**M1 wires**

The bar under the picture is 100 µm long. Supply wires on this layer in gray.
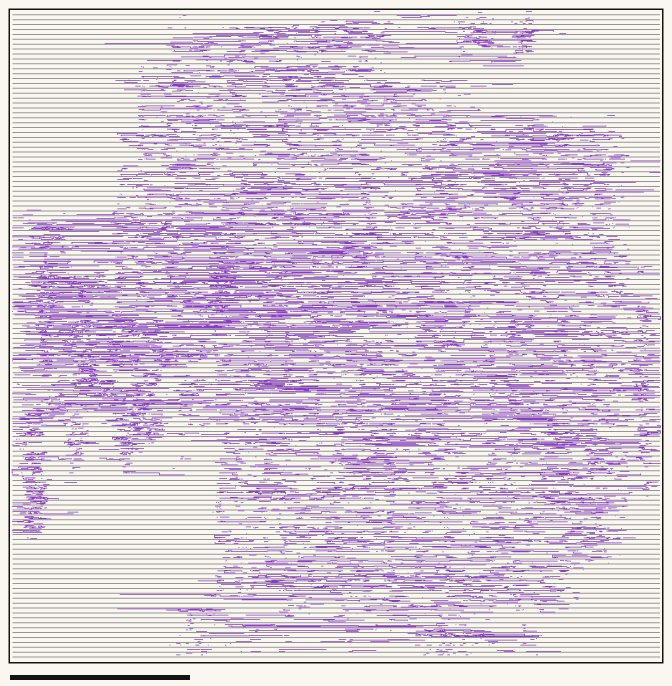
**M2 wires**

Cells faint in the background.
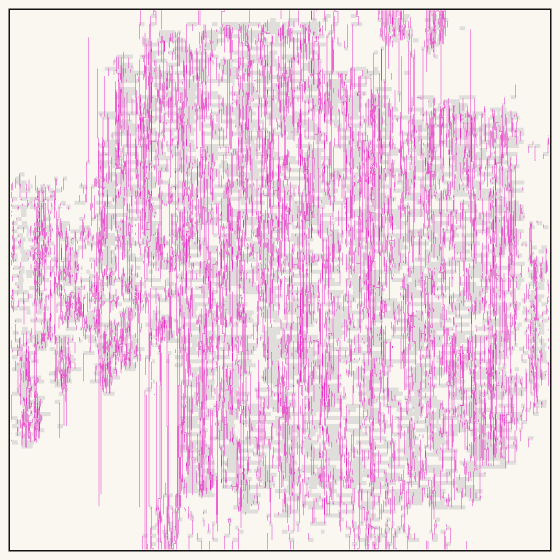
**Signal wires on met3**

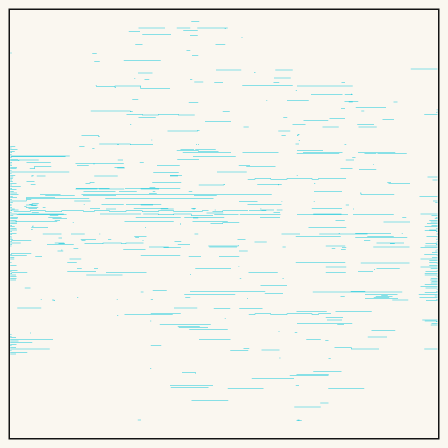
**Met4 routing**

The bar under the picture is 100 µm long. Supply wires on this layer in gray.
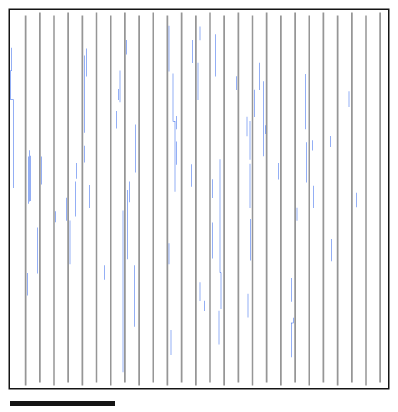
**Routing congestion map**

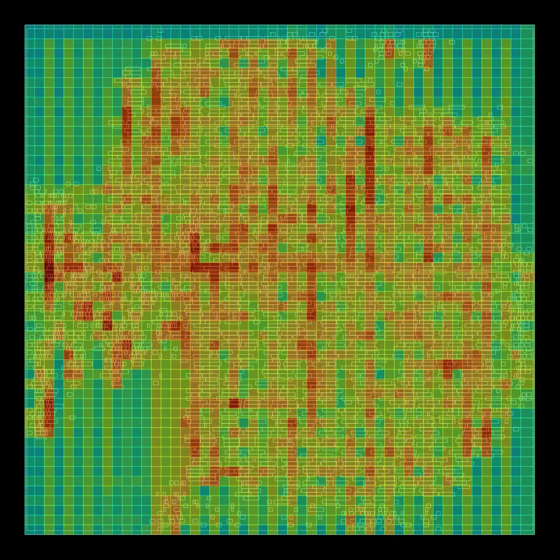
==> src/rtl/cpu_trace_monitor.sv <==
// Execution trace monitor: captures retire / reg-write / mem-write events
// into a show-ahead FIFO and raises a halt request on self-loop or timeout.
module cpu_trace_monitor #(
  parameter int DATA_W        = 32,
  parameter int ADDR_W        = 32,
  parameter int NREG          = 8,
  parameter int TRACE_DEPTH   = 16,
  parameter int TIMEOUT       = 1000000,
  parameter int STALL_RETIRES = 4
) (
  input  logic                          clk,
  input  logic                          rst,
  input  logic                          trace_en,
  input  logic                          clear,
  input  logic                          retire,
  input  logic [ADDR_W-1:0]             pc,
  input  logic [ADDR_W-1:0]             sp,
  input  logic                          reg_we,
  input  logic [$clog2(NREG)-1:0]       reg_waddr,
  input  logic [DATA_W-1:0]             reg_wdata,
  input  logic                          mem_we,
  input  logic [ADDR_W-1:0]             mem_waddr,
  input  logic [DATA_W-1:0]             mem_wdata,
  output logic                          trace_valid,
  input  logic                          trace_ready,
  output logic [2+ADDR_W+DATA_W-1:0]    trace_data,
  output logic [$clog2(TRACE_DEPTH):0]  trace_count,
  output logic [15:0]                   drop_count,
  output logic                          halt_req,
  output logic [1:0]                    status
);

  localparam int PW  = $clog2(TRACE_DEPTH);
  localparam int CW  = PW + 1;
  localparam int EW  = 2 + ADDR_W + DATA_W;
  localparam int WDW = $clog2(TIMEOUT + 1);
  localparam int SCW = $clog2(STALL_RETIRES + 1);

  typedef enum logic [1:0] {
    ST_RUN  = 2'b00,
    ST_HALT = 2'b01,
    ST_TMO  = 2'b10
  } state_e;

  state_e            state_q, state_d;
  logic              halt_q, halt_d;
  logic [WDW-1:0]    wd_q, wd_d;
  logic [SCW-1:0]    stall_q, stall_d, stall_inc;
  logic [ADDR_W-1:0] last_pc_q, last_pc_d;
  logic [PW-1:0]     wr_ptr_q, wr_ptr_d;
  logic [PW-1:0]     rd_ptr_q, rd_ptr_d;
  logic [CW-1:0]     count_q, count_d;
  logic [15:0]       drop_q, drop_d;
  logic [16:0]       drop_sum;
  logic [EW-1:0]     mem_q [TRACE_DEPTH];

  logic          capture, push, pop, full;
  logic          stall_hit, wd_hit;
  logic [1:0]    n_ev, n_drop;
  logic [EW-1:0] entry;

  // Event selection: highest-priority event wins, the rest are drops
  always_comb begin
    n_ev  = 2'(mem_we) + 2'(reg_we) + 2'(retire);
    entry = '0;
    if (mem_we)
      entry = {2'b10, mem_waddr, mem_wdata};
    else if (reg_we)
      entry = {2'b01, ADDR_W'(reg_waddr), reg_wdata};
    else if (retire)
      entry = {2'b00, pc, DATA_W'(sp)};
    full   = (count_q == CW'(TRACE_DEPTH));
    pop    = (count_q != '0) && trace_ready;
    push   = capture && (n_ev != 2'd0) && (!full || pop);
    n_drop = 2'd0;
    if (capture && n_ev != 2'd0)
      n_drop = push ? n_ev - 2'd1 : n_ev;
  end

  always_comb begin
    wr_ptr_d = push ? wr_ptr_q + PW'(1) : wr_ptr_q;
    rd_ptr_d = pop  ? rd_ptr_q + PW'(1) : rd_ptr_q;
    count_d  = count_q + CW'(push) - CW'(pop);
    drop_sum = {1'b0, drop_q} + 17'(n_drop);
    drop_d   = drop_sum[16] ? 16'hFFFF : drop_sum[15:0];
  end

  always_comb begin
    stall_inc = (pc == last_pc_q) ? stall_q + SCW'(1) : SCW'(1);
    stall_hit = (state_q == ST_RUN) && retire &&
                (stall_inc == SCW'(STALL_RETIRES));
    wd_hit    = (state_q == ST_RUN) && !retire &&
                (wd_q == WDW'(TIMEOUT - 1));
    wd_d      = wd_q;
    stall_d   = stall_q;
    last_pc_d = last_pc_q;
    if (clear) begin
      wd_d    = '0;
      stall_d = '0;
    end else if (state_q == ST_RUN) begin
      wd_d = retire ? '0 : wd_q + WDW'(1);
      if (retire) begin
        stall_d   = stall_inc;
        last_pc_d = pc;
      end
    end
  end

  always_comb begin
    state_d = state_q;
    if (clear)
      state_d = ST_RUN;
    else begin
      case (state_q)
        ST_RUN: begin
          if (stall_hit)   state_d = ST_HALT;
          else if (wd_hit) state_d = ST_TMO;
        end
        default: state_d = state_q;
      endcase
    end
    halt_d = (state_d != ST_RUN);
  end

  always_comb begin
    capture     = trace_en && (state_q == ST_RUN);
    status      = state_q;
    halt_req    = halt_q;
    trace_valid = (count_q != '0);
    trace_count = count_q;
    drop_count  = drop_q;
    trace_data  = trace_valid ? mem_q[rd_ptr_q] : '0;
  end

  always_ff @(posedge clk) begin
    if (rst) begin
      state_q   <= ST_RUN;
      halt_q    <= 1'b0;
      wd_q      <= '0;
      stall_q   <= '0;
      last_pc_q <= '0;
      wr_ptr_q  <= '0;
      rd_ptr_q  <= '0;
      count_q   <= '0;
      drop_q    <= '0;
    end else begin
      state_q   <= state_d;
      halt_q    <= halt_d;
      wd_q      <= wd_d;
      stall_q   <= stall_d;
      last_pc_q <= last_pc_d;
      wr_ptr_q  <= wr_ptr_d;
      rd_ptr_q  <= rd_ptr_d;
      count_q   <= count_d;
      drop_q    <= drop_d;
    end
  end

  always_ff @(posedge clk) begin
    if (push)
      mem_q[wr_ptr_q] <= entry;
  end

endmodule

==> config.mk <==
export PLATFORM = sky130hd
export DESIGN_NAME = cpu_trace_monitor
export DESIGN_NICKNAME = d
export VERILOG_FILES = /design/src/rtl/cpu_trace_monitor.sv
export SDC_FILE = /design/constraint.sdc
export NUM_CORES = 1
export LEC_CHECK = 0
export CAP_MARGIN = 5
export CORE_UTILIZATION = 35
export CTS_BUF_LIST = sky130_fd_sc_hd__clkbuf_8
export CTS_CLUSTER_SIZE = 25
export DETAILED_ROUTE_END_ITERATION = 10
export PLACE_DENSITY = 0.54
export SLEW_MARGIN = 40
export SYNTH_ARGS = -nofsm -noshare
export SYNTH_HDL_FRONTEND = slang
export SYNTH_SLANG_ARGS = --single-unit
==> constraint.sdc <==
create_clock -name clk -period 15.95 [get_ports clk]
set_clock_uncertainty 0.15 [all_clocks]
set_input_delay 1.595 -clock clk [delete_from_list [all_inputs] [get_ports clk]]
set_output_delay 1.595 -clock clk [all_outputs]
set_load 0.05 [all_outputs]
==> flow_metrics.py <==
# Flow results
metrics = {
    "outcome": {
        "outcome": "finished clean",
    },
    "min_path": {
        "min_path_type": "flip-flop to flip-flop",
        "whs_path_depth": 2,
        "min-delay-start": "last_pc_q[16]",
    },
    "pwr": {
        "p_sw_mw": 2.38,
        "seq_cell_power_mw": 3.44,
        "ir_drop_mv": 0.110,
        "power_frac_comb_pct": 26.3,
        "p_seq_share_pct": 44.3,
        "powerDensity_nw_per_um2": 144,
    },
    "cells_and_area": {
        "regMostFlops": "mem_q",
        "clk_share_pct": 6.10,
        "final_common_cell": "edfxtp_1",
        "n_all_inverters": 18,
        "largest_cell_class": "registers",
        "buf_share_pct": 6.59,
        "area_growth_pct": 19.2,
    },
    "detailed_routing": {
        "dr.pass1.iters": 6,
        "wire_per_inst_um": 24.8,
    },
    "worst_setup_path": {
        "path_class": "flip-flop to output port",
        "crit_cells": 6,
        "cp.arrival_ns": 4.98,
        "cp-start-kind": "flip-flop",
        "crit_path_end": "trace_data[63]",
        "r2r_start": "status[1]",
    },
    "yosys": {
        "flop_cell": "edfxtp_1",
        "netlist_area_um2": 45300,
        "avgSynthCellArea_um2": 19.9,
        "yosysCellCount": 2279,
        "numSynthFlops": 1147,
        "synthXorXnorAreaFrac_pct": 1.37,
        "synthTopLogicFamily": "multiplexers",
    },
    "clock_network": {
        "postCtsResizedCells": 0,
        "cts.sinks": 1147,
        "clk_latency_ns": 0.84,
        "postCtsSetupRepairBufs": 0,
    },
    "floorplan": {
        "die_h_um": 362,
    },
    "flow_run": {
        "openroad.warnings": 32,
    },
    "final_timing": {
        "holdWs_ns": 0.316,
        "hold_viol": 0,
        "rsz0062_at_grt": "false",
    },
}
## Picture notes: 'M1 wires'
main direction: horizontal
share of all routed wire: 44%

## Picture notes: 'M2 wires'
main direction: vertical
nets with wire on the layer: 2583
wire length on this layer: 54.5 mm

## Picture notes: 'signal wires on met3'
main direction: horizontal
wire length on this layer: 6870 µm
share of all routed wire: 6.1%
nets with wire on the layer: 296
longest straight run: 161 µm

## Picture notes: 'met4 routing'
wire length on this layer: 2250 µm
longest straight run: 154 µm
nets with wire on the layer: 28
share of all routed wire: 2.0%
main direction: vertical

## Picture notes: 'routing congestion map'
met3 usage in global routing: 3.31%
GR Util met2: 28.2%
gr busiest metal: met2
GR Layer Usage met1: 24.0%

layer usage:
layer,GRT usage [%],share of wire [%]
met3,3.31,6.1
met5,0,0
met4,5.01,2.0
met1,24.0,44
met2,28.2,48
worst reg2reg max path: cells and delay by family (launching register included):
| family | cells | cell delay [ns] |
|---|---|---|
| AND/OR/NAND/NOR | 3 | 1.21 |
| AND-OR/OR-AND | 1 | 0.59 |
| buffers and inverters | 2 | 1.24 |
| flip-flops | 1 | 0.40 |
through the flow:
step / power [mW] / std cells
after floorplan: 4.88 / 2279
after global placement: 5.56 / 4239
after detailed placement: 5.59 / 4243
after CTS: 7.89 / 4570
after global routing: 8.10 / 4573
final: 7.76 / 4573
Power is estimated from default activity; no workload was simulated.
